==> src/rtl/alu_seq_pkg.sv <==
// Shared encodings for the multi-nibble ALU sequencer: FSM states, op codes, nibble width.
package alu_seq_pkg;
   localparam int NW = 4;

   typedef enum logic [1:0] {S_IDLE, S_PASS, S_INV, S_DONE} state_t;

   // arithmetic ops (l=0)
   localparam logic [1:0] OP_INC  = 2'b00;
   localparam logic [1:0] OP_NEG  = 2'b01;
   localparam logic [1:0] OP_ADD  = 2'b10;
   localparam logic [1:0] OP_NOTB = 2'b11;
   // logic ops (l=1)
   localparam logic [1:0] OP_AND  = 2'b00;
   localparam logic [1:0] OP_OR   = 2'b01;
   localparam logic [1:0] OP_XOR  = 2'b10;
   localparam logic [1:0] OP_NOTA = 2'b11;
endpackage

==> src/rtl/alu.sv <==
// 4-bit ALU: arithmetic inc/neg/add/notb with carry, logic and/or/xor/nota (carry 0).
module alu
   import alu_seq_pkg::*;
(
   input  logic [NW-1:0] A,
   input  logic [NW-1:0] B,
   input  logic          cin,
   input  logic [1:0]    Op,
   input  logic          l,
   output logic [NW-1:0] R,
   output logic          cout
);
   logic [NW:0] w_sum;
   logic [NW:0] w_ci;

   assign w_ci = {{NW{1'b0}}, cin};

   always_comb begin
      w_sum = '0;
      if (l) begin
         case (Op)
            OP_AND:  w_sum = {1'b0, A & B};
            OP_OR:   w_sum = {1'b0, A | B};
            OP_XOR:  w_sum = {1'b0, A ^ B};
            default: w_sum = {1'b0, ~A};
         endcase
      end else begin
         case (Op)
            OP_INC:  w_sum = {1'b0, A} + w_ci;
            // two's complement negate: ~A + 1, then the carry-in on top
            OP_NEG:  w_sum = {1'b0, ~A} + {{NW{1'b0}}, 1'b1} + w_ci;
            OP_ADD:  w_sum = {1'b0, A} + {1'b0, B} + w_ci;
            default: w_sum = {1'b0, ~B} + w_ci;
         endcase
      end
   end

   assign R    = w_sum[NW-1:0];
   assign cout = w_sum[NW];
endmodule

==> src/rtl/alu_seq.sv <==
// W-bit (4*NIB) operation sequenced nibble-by-nibble through one 4-bit alu, with valid/ready on both sides.
// Optional signed-overflow flag output v when ALU_SEQ_OVF_EN is defined.
module alu_seq
   import alu_seq_pkg::*;
#(
   parameter int NIB = 2
) (
   input  logic            clk,
   input  logic            reset,
   input  logic            in_valid,
   output logic            in_ready,
   input  logic [4*NIB-1:0] A,
   input  logic [4*NIB-1:0] B,
   input  logic            cin,
   input  logic [1:0]      Op,
   input  logic            l,
   output logic            out_valid,
   input  logic            out_ready,
   output logic [4*NIB-1:0] R,
   output logic            z,
   output logic            c,
   output logic            s
`ifdef ALU_SEQ_OVF_EN
   ,
   output logic            v
`endif
);
   localparam int W  = NW * NIB;
   localparam int IW = (NIB > 1) ? $clog2(NIB) : 1;

   state_t          r_state;
   logic [IW-1:0]   r_idx;
   logic [W-1:0]    r_a, r_b, r_acc, r_R;
   logic [1:0]      r_op;
   logic            r_cin, r_l, r_carry;
   logic [NW-1:0]   r_tmp;
   logic            r_in_ready, r_out_valid, r_z, r_c, r_s;

   logic [NW-1:0]   w_a, w_b, w_alu_r;
   logic [1:0]      w_op;
   logic            w_l, w_cin, w_alu_c, w_neg, w_last;
   logic [W-1:0]    w_res;

   assign w_neg  = ~r_l & (r_op == OP_NEG);
   assign w_last = (r_idx == IW'(NIB - 1));

   // Upper negate nibbles are ~A_i (INV pass into r_tmp) followed by r_tmp + carry.
   always_comb begin
      w_a   = r_a[r_idx*NW +: NW];
      w_b   = r_b[r_idx*NW +: NW];
      w_op  = r_op;
      w_l   = r_l;
      w_cin = (r_idx == '0) ? r_cin : r_carry;
      if (r_state == S_INV) begin
         w_op = OP_NOTA;
         w_l  = 1'b1;
      end else if (w_neg && r_idx != '0) begin
         w_a  = r_tmp;
         w_b  = '0;
         w_op = OP_INC;
         w_l  = 1'b0;
      end
   end

   alu u_alu (
      .A    (w_a),
      .B    (w_b),
      .cin  (w_cin),
      .Op   (w_op),
      .l    (w_l),
      .R    (w_alu_r),
      .cout (w_alu_c)
   );

   always_comb begin
      w_res = r_acc;
      w_res[r_idx*NW +: NW] = w_alu_r;
   end

`ifdef ALU_SEQ_OVF_EN
   logic r_v, w_v;
   always_comb begin
      w_v = 1'b0;
      if (!r_l) begin
         case (r_op)
            OP_ADD:  w_v = (r_a[W-1] == r_b[W-1]) & (w_res[W-1] != r_a[W-1]);
            OP_INC:  w_v = ~r_a[W-1] & w_res[W-1];
            OP_NEG:  w_v = r_a[W-1] & w_res[W-1];
            default: w_v = r_b[W-1] & w_res[W-1];
         endcase
      end
   end
   assign v = r_v;
`endif

   always_ff @(posedge clk) begin
      if (reset) begin
         r_state     <= S_IDLE;
         r_idx       <= '0;
         r_a         <= '0;
         r_b         <= '0;
         r_acc       <= '0;
         r_R         <= '0;
         r_op        <= '0;
         r_cin       <= 1'b0;
         r_l         <= 1'b0;
         r_carry     <= 1'b0;
         r_tmp       <= '0;
         r_in_ready  <= 1'b1;
         r_out_valid <= 1'b0;
         r_z         <= 1'b0;
         r_c         <= 1'b0;
         r_s         <= 1'b0;
`ifdef ALU_SEQ_OVF_EN
         r_v         <= 1'b0;
`endif
      end else begin
         case (r_state)
            S_IDLE: if (in_valid) begin
               r_a        <= A;
               r_b        <= B;
               r_cin      <= cin;
               r_op       <= Op;
               r_l        <= l;
               r_idx      <= '0;
               r_acc      <= '0;
               r_in_ready <= 1'b0;
               r_state    <= S_PASS;
            end
            S_PASS: begin
               r_acc[r_idx*NW +: NW] <= w_alu_r;
               r_carry <= w_alu_c;
               if (w_last) begin
                  r_R         <= w_res;
                  r_z         <= (w_res == '0);
                  r_c         <= w_alu_c;
                  r_s         <= w_res[W-1];
`ifdef ALU_SEQ_OVF_EN
                  r_v         <= w_v;
`endif
                  r_out_valid <= 1'b1;
                  r_state     <= S_DONE;
               end else begin
                  r_idx   <= r_idx + 1'b1;
                  r_state <= w_neg ? S_INV : S_PASS;
               end
            end
            S_INV: begin
               r_tmp   <= w_alu_r;
               r_state <= S_PASS;
            end
            default: if (out_ready) begin
               r_out_valid <= 1'b0;
               r_in_ready  <= 1'b1;
               r_state     <= S_IDLE;
            end
         endcase
      end
   end

   assign in_ready  = r_in_ready;
   assign out_valid = r_out_valid;
   assign R         = r_R;
   assign z         = r_z;
   assign c         = r_c;
   assign s         = r_s;
endmodule

==> config.mk <==
export PLATFORM = sky130hd
export DESIGN_NAME = alu_seq
export DESIGN_NICKNAME = d
export VERILOG_FILES = /design/src/rtl/alu_seq_pkg.sv /design/src/rtl/alu.sv /design/src/rtl/alu_seq.sv
export SDC_FILE = /design/constraint.sdc
export NUM_CORES = 1
export LEC_CHECK = 0
export ABC_AREA = 1
export CAP_MARGIN = 15
export CELL_PAD_IN_SITES_DETAIL_PLACEMENT = 0
export CELL_PAD_IN_SITES_GLOBAL_PLACEMENT = 2
export CORE_MARGIN = 2
export CORE_UTILIZATION = 32
export CTS_BUF_LIST = sky130_fd_sc_hd__clkbuf_8
export DETAILED_ROUTE_END_ITERATION = 7
export PLACE_DENSITY_LB_ADDON = 0.1
export SLEW_MARGIN = 20
export SYNTH_ARGS = -nofsm -noshare
export SYNTH_HDL_FRONTEND = slang
export SYNTH_SLANG_ARGS = --single-unit
==> constraint.sdc <==
create_clock -name clk -period 4.55 [get_ports clk]
set_clock_uncertainty 0.2 [all_clocks]
set_input_delay 0.6825 -clock clk [delete_from_list [all_inputs] [get_ports clk]]
set_output_delay 0.6825 -clock clk [all_outputs]
set_load 0.05 [all_outputs]
==> ci_impl_report.md, run 1 <==
### Flow metrics

| Metric | Value |
|---|---|
| Cells after Synth | 433 |
| Diode count | 0 |
| Synthesized-area fraction occupied by ao, oa, aoi and oai cells | between 10% and 20% |
| Critical Path Source | r_state[0] |
| Core region area | 9110 um^2 |
| Met2 track demand over resource in global routing | 26.6% |
| Final Hold Violating Endpoints | 0 |
| Pint | a little over 0.8 mW |
| Sum of internal, switching and leakage power | 1.41 mW |
| Path type of the worst setup path | flop to flop |
| Slew at the pin closest to its max-slew limit | 0.927 ns |
| Total wire length after detailed routing | approximately 8100 um |
| Delay of the slowest cell on the worst path | 0.53 ns |
| Die Ht | 100 um |
| Largest combinational cell category by area | simple AND/OR/NAND/NOR gates |
| Library cell used as clock root buffer | clkbuf_8 |
| Number of flip-flops and latches | 48 |
| Register-to-Register Path Depth | 20 |
| Post-route DRC violation count | 0 |
| Cells taking the most area after synthesis | dfxtp_1 (33%), nand2_1 (11%), ha_1 (8.5%) |
| Worst slack at placement | roughly 0.8 ns |
| Achievable clock frequency | between 0.2 and 0.3 GHz |
| Port Buf Inserts | 36 |
| Syn nets | 478 |
| Top-level I/O count | 37 |
| Capturing element of the worst setup path | z |
| Wire length on met1 | 4260 um |
| Placed cell area | 3370 um^2 |
| Number of logic gates | ~320 |
| Relative area change from synthesis to final layout | 17.4% |
| Layout non-clock buf frac | between 10% and 20% |
| Number of nets in the layout | ~510 |
| Status | finished, final reports clean |
| Die Footprint | between 10000 and 15000 um^2 |
| Commonest cells after routing, fill and taps aside | nand2_1 (88), nor2_1 (55), dfxtp_1 (48), inv_1 (47), o21ai_0 (45) |
| WHS Endpoint | r_a[0] |
| Library cell appearing most often on the critical path | nand2_1 |
| Final Cell Area | 3470 um^2 |
| Residual antenna-violating net count after detailed routing | 0 |
| Most common reg cell | dfxtp_1 |
| Critical R2R Launch | r_state[0] |
| Maximum buffer depth of the clock tree | 2 |
| First-pass iteration count of the detailed router | 4 |
| Clock tree from TritonCTS | done |
| Final setup viols | 0 |
| Cts repair resizes | 0 |
| Sequential power share | between 30% and 40% |
| Hold wc startpoint | r_a[0] |
| Count of filler cells inserted in the layout | between 1000 and 1500 |
| Number of clock buffers inserted by TritonCTS | 5 |
| Max-cap violations | 0 |
| Top cell category | logic gates |
| Count of non-CTS inverters in the layout | 50 |
| Worst min-delay path category | flop to flop |
| Combinational share of power | between 40% and 50% |
| CP Data Required Time | between 4 and 5 ns |
| Largest net degree at the start of global routing | 33 |
| Post-layout period usage | between 80% and 90% |
| Switching power | approximately 0.60 mW |
| Buffers inserted during post-CTS setup optimization | 0 |
| Finished Core Util | a little under two fifths |
| Share of flip-flops with an asynchronous set or reset | 0% |
| Via density per instance | between 4 and 5 |
| Category of the worst setup path launch point | flop |
| Post-synth top cells | nand2_1 (88), nor2_1 (55), dfxtp_1 (48) |
| Adder Area Share | 9.14% |
| Multi-input gate area in the final layout | around 1700 um^2 |
==> run 1: power by group through the flow <==
stage / Combinational [mW] / Sequential (mW) / Clock, mW
finish: 0.628 / 0.499 / 0.280
global placement: 0.635 / 0.509 / 0
CTS: 0.634 / 0.500 / 0.289
detailed placement: 0.631 / 0.510 / 0
floorplan: 0.435 / 0.525 / 0
global route: 0.714 / 0.506 / 0.311
==> run 1: sequential cells by signal (all words and copies together) (netlist names) <==
signal,flops
r_idx,1
r_op,2
r_cin,1
r_l,1
r_state,2
r_acc,8
c,1
r_a,8
R,8
r_carry,1
r_b,8
z,1
in_ready,1
out_valid,1
r_tmp,4
run_1/metal_stack.png
Bar = 20 um.
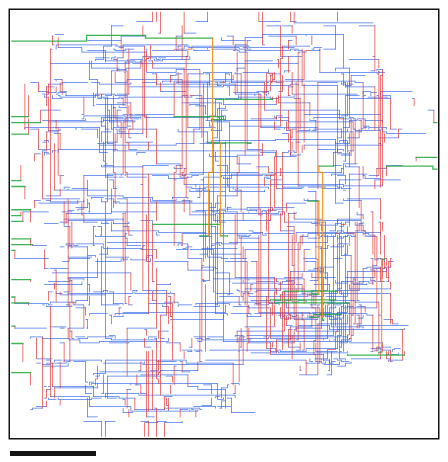
| layer | color | wire length |
|---|---|---|
| met2 | red | 3390 um |
| met4 | orange | 149 um |
| met1 | blue | 4260 um |
| met3 | green | 257 um |

run_1/gate_families.png
Bar = 20 um.
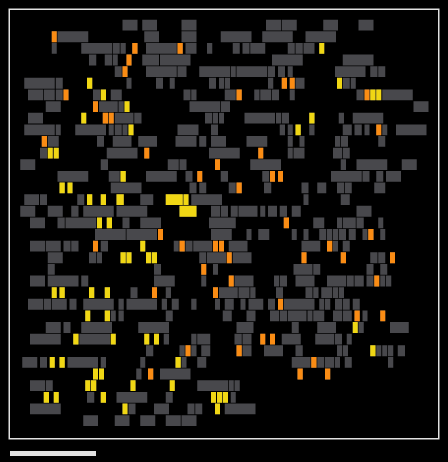
| family | color | cells |
|---|---|---|
| NOR gates | yellow | 58 |
| inverters | orange | 50 |
combinational share of cell area: 49.1%
commonest non-fill, non-tap cell in the layout: nand2_1

run_1/cell_classes.png
Bar = 20 um. Fill, decap, tap and diode cells in gray.
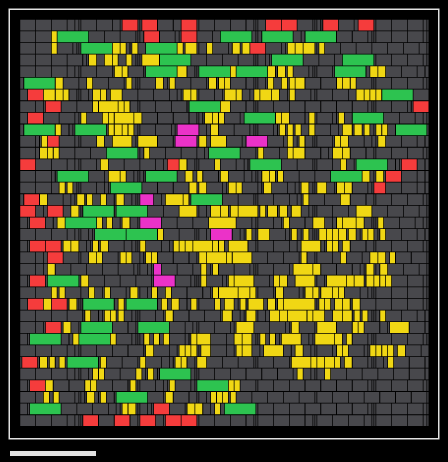
| class | color | cells | share of their area |
|---|---|---|---|
| other buffers and delay cells | red | 39 | 11% |
| all other logic | yellow | 366 | 57% |
| clock drivers and dummy loads | magenta | 8 | 2.9% |
| flops | green | 48 | 29% |

## Run 2: what changed since run 1
Clock period 4.55 ns to 3.58 ns, I/O delays scaled along.
==> run 2 against run 1 <==
Effect of this change:
- count of clock-buffer cells in the layout did not move
- routed wire length down 3.4%
- critical path depth grew 1
- final cell count increased by 1.6%
==> ci_impl_report.md, run 2 <==
### Flow metrics

| Metric | Value |
|---|---|
| Adder Area Share | 9.14% (unchanged) |
| Commonest non-fill, non-tap cell in the layout | nand2_1 (unchanged) |
| Placed cell area | 3450 um^2 (was 3370 um^2) |
| Port Buf Inserts | 36 (unchanged) |
| Clock sink count | 48 (unchanged) |
| Clock tree from TritonCTS | done (unchanged) |
| Setup repair after global routing missed its margin | false (unchanged) |
| Buffers inserted during post-CTS setup optimization | 0 (unchanged) |
| Cells after Synth | 433 (unchanged) |
| Power density relative to cell area | 505 nW/um^2 (was 405 nW/um^2) |
| Multiplexer share | 0% (unchanged) |
| CP Capture Type | flop (unchanged) |
| Count of filler cells inserted in the layout | 1018 (was 1010) |
| Library cell appearing most often on the critical path | nand2_1 (unchanged) |
| Combinational share of cell area | 48.2% (was 49.1%) |
| Worst slack at placement | 0.161 ns (was 0.791 ns) |
| Library cell used as clock root buffer | clkbuf_8 (unchanged) |
| Final setup viols | 0 (unchanged) |
| Period minus WS final | 3.29 ns (was 3.79 ns) |
| Final Hold Violating Endpoints | 0 (unchanged) |
| Commonest cells after routing, fill and taps aside | nand2_1 (88), nor2_1 (55), dfxtp_1 (48), inv_1 (47), o21ai_0 (45) (unchanged) |
| Status | finished, final reports clean (unchanged) |
| Number of antenna violations at the first check in global routing | 0 (unchanged) |
| Die Footprint | 10000 um^2 (unchanged) |
| Most used standard cell by instance count after synthesis | nand2_1 (unchanged) |
| Slew at the pin closest to its max-slew limit | 0.793 ns (was 0.927 ns) |
| Top-level I/O count | 37 (unchanged) |
| Largest fanout of any net on the critical path | 8 (was 13) |
| Number of H-tree levels | 2 (unchanged) |
| Wire length of the first global-routing pass | 13300 um (was 13600 um) |
| Achievable clock frequency | 0.304 GHz (was 0.264 GHz) |
| Area figure in the yosys stat output | 2960 um^2 (unchanged) |
| Sum of internal, switching and leakage power | 1.79 mW (was 1.41 mW) |
| Setup slack, reg-to-reg | 0.29 ns (was 0.76 ns) |
| Category of the worst setup path launch point | flop (unchanged) |
| Hold WS | 0.261 ns (was 0.257 ns) |
| Pins over their slew limit | 0 (unchanged) |
| Share of layout cells above drive strength 1 | 10.9% (was 8.46%) |
| Post-layout instance count excluding filler cells | 581 (was 572) |
| Number of synthesized flops with an enable pin | 0 (unchanged) |
| Post-synth top cells | nand2_1 (88), nor2_1 (55), dfxtp_1 (48) (unchanged) |
| DP Wirelength | 6050 um (was 6260 um) |
| Cell type of the slowest stage on the worst timing path | o21ai_0 (was fa_1) |
| Cell count after placement | 574 (was 564) |
| Layout non-clock buf frac | 12.9% (was 11.0%) |
| Largest combinational cell category by area | simple AND/OR/NAND/NOR gates (unchanged) |
| Die X-Extent | 100 um (unchanged) |
| Skew-Pair Late Insertion Delay | 0.30 ns (about the same) |
| Total leakage power | 1.58 nW (was 1.54 nW) |
| Diode count | 0 (unchanged) |
| Worst supply voltage drop on vdd | 0.000174 V (was 0.000224 V) |
| Largest net degree at the start of global routing | 33 (unchanged) |
| Simple-gate share of the synthesized area | 29.8% (unchanged) |
| Path type of the worst setup path | flop to flop (unchanged) |
| Number of nets in the layout | 515 (was 505) |
| Post-route DRC violation count | 0 (unchanged) |
| Relative area change from synthesis to final layout | 20.1% (was 17.4%) |
| CP top delay family | AND-OR/OR-AND gates (was simple AND/OR/NAND/NOR gates) |
| First-pass iteration count of the detailed router | 4 (unchanged) |
| Die Ht | 100 um (unchanged) |
| Yosys xor share | 0% (unchanged) |
| TNS Setup | 0 ns (unchanged) |
| Count of non-CTS inverters in the layout | 50 (unchanged) |
| Max-cap violations | 0 (unchanged) |
| Arr. time, crit path | 3.33 ns (was 3.84 ns) |
| Post-layout period usage | 91.8% (was 83.4%) |
| Delay of the slowest cell on the worst path | 0.49 ns (was 0.53 ns) |
| Share of flip-flops with an asynchronous set or reset | 0% (unchanged) |
| Cells taking the most area after synthesis | dfxtp_1 (33%), nand2_1 (11%), ha_1 (8.5%) (unchanged) |
| Number of logic gates | 316 (unchanged) |
| Residual antenna-violating net count after detailed routing | 0 (unchanged) |
| Cts repair resizes | 0 (unchanged) |
| Final GP Congestion | 0.845 (was 0.902) |
| Syn nets | 478 (unchanged) |
| Synthesized-area fraction occupied by ao, oa, aoi and oai cells | 18.7% (unchanged) |
| Sequential cell area | 961 um^2 (unchanged) |
| Maximum buffer depth of the clock tree | 2 (unchanged) |
| Via density per instance | 4.78 (was 4.88) |
| Total wire length after detailed routing | 7780 um (was 8060 um) |
| Worst min-delay path category | flop to flop (unchanged) |
| Multi-input gate area in the final layout | 1710 um^2 (was 1700 um^2) |
| Most common reg cell | dfxtp_1 (unchanged) |
| Number of clock buffers inserted by TritonCTS | 5 (unchanged) |
| Synth Seq Share | 32.5% (unchanged) |
| CP Data Required Time | 3.62 ns (was 4.60 ns) |
| Top cell category | logic gates (unchanged) |
| Final Worst Setup Slack | 0.295 ns (was 0.757 ns) |
| Combined area of all synthesized cells | 2960 um^2 (unchanged) |
| Tool warning count | 35 (unchanged) |
## run 2: power by group
group          leakage [nW]  switching (mW)  internal [mW]  total, mW
Combinational          1.14           0.526          0.298      0.824
Sequential            0.393          0.0370          0.594      0.631
Clock                0.0473           0.184          0.154      0.338
## run 2: cell families after synthesis
group / count (synthesis)
simple gates: 196
fa+ha+maj: 21
flops: 48
compound gates: 99
buf+inv: 69
## run 2: per-layer routing
layer	track usage, %	share of wire, %
met5	0	0
met3	2.58	2.7
met1	24.8	53
met4	3.48	0.78
met2	26.0	43
## run 2: path summary, 6_finish.rpt
kind,cells past startpoint,startpoint,end
max,21,r_state[0],z
min,2,r_a[0],r_a[0]
max reg2reg,21,r_state[0],z
min reg2reg,2,r_a[0],r_a[0]
run_2/final_placement.png
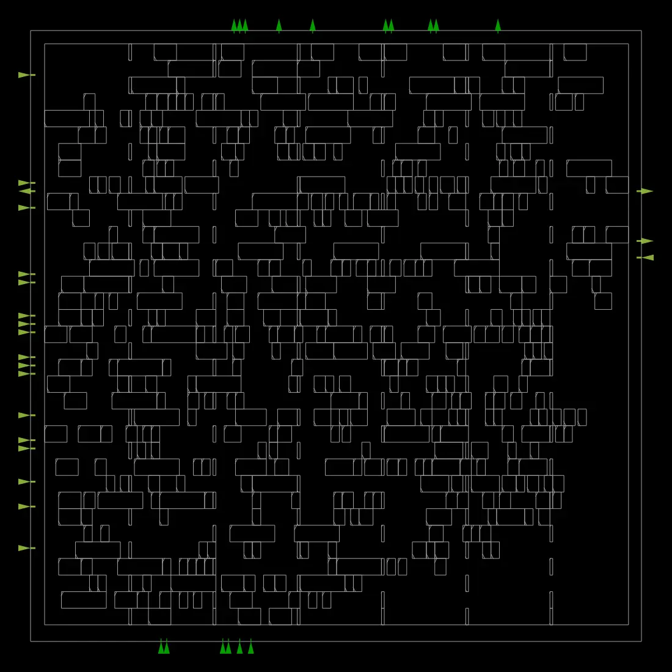
core region area: 9110 um^2
Std-Cell Rows: 35
register share of the cell area: 27.1%
number of flip-flops and latches: 48

run_2/cell_classes.png
Bar = 20 um. Fill, decap, tap and diode cells in gray.
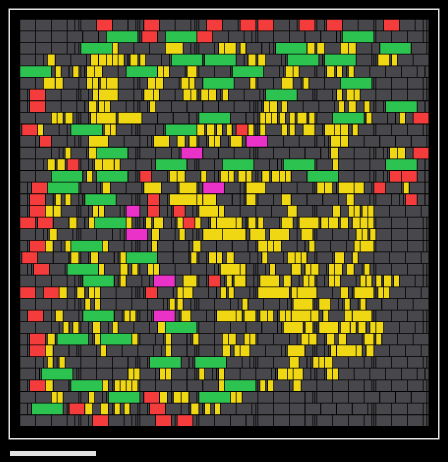
Finished Core Util: 39.0%
Final Cell Area: 3550 um^2

Power and IR drop assume default switching activity.
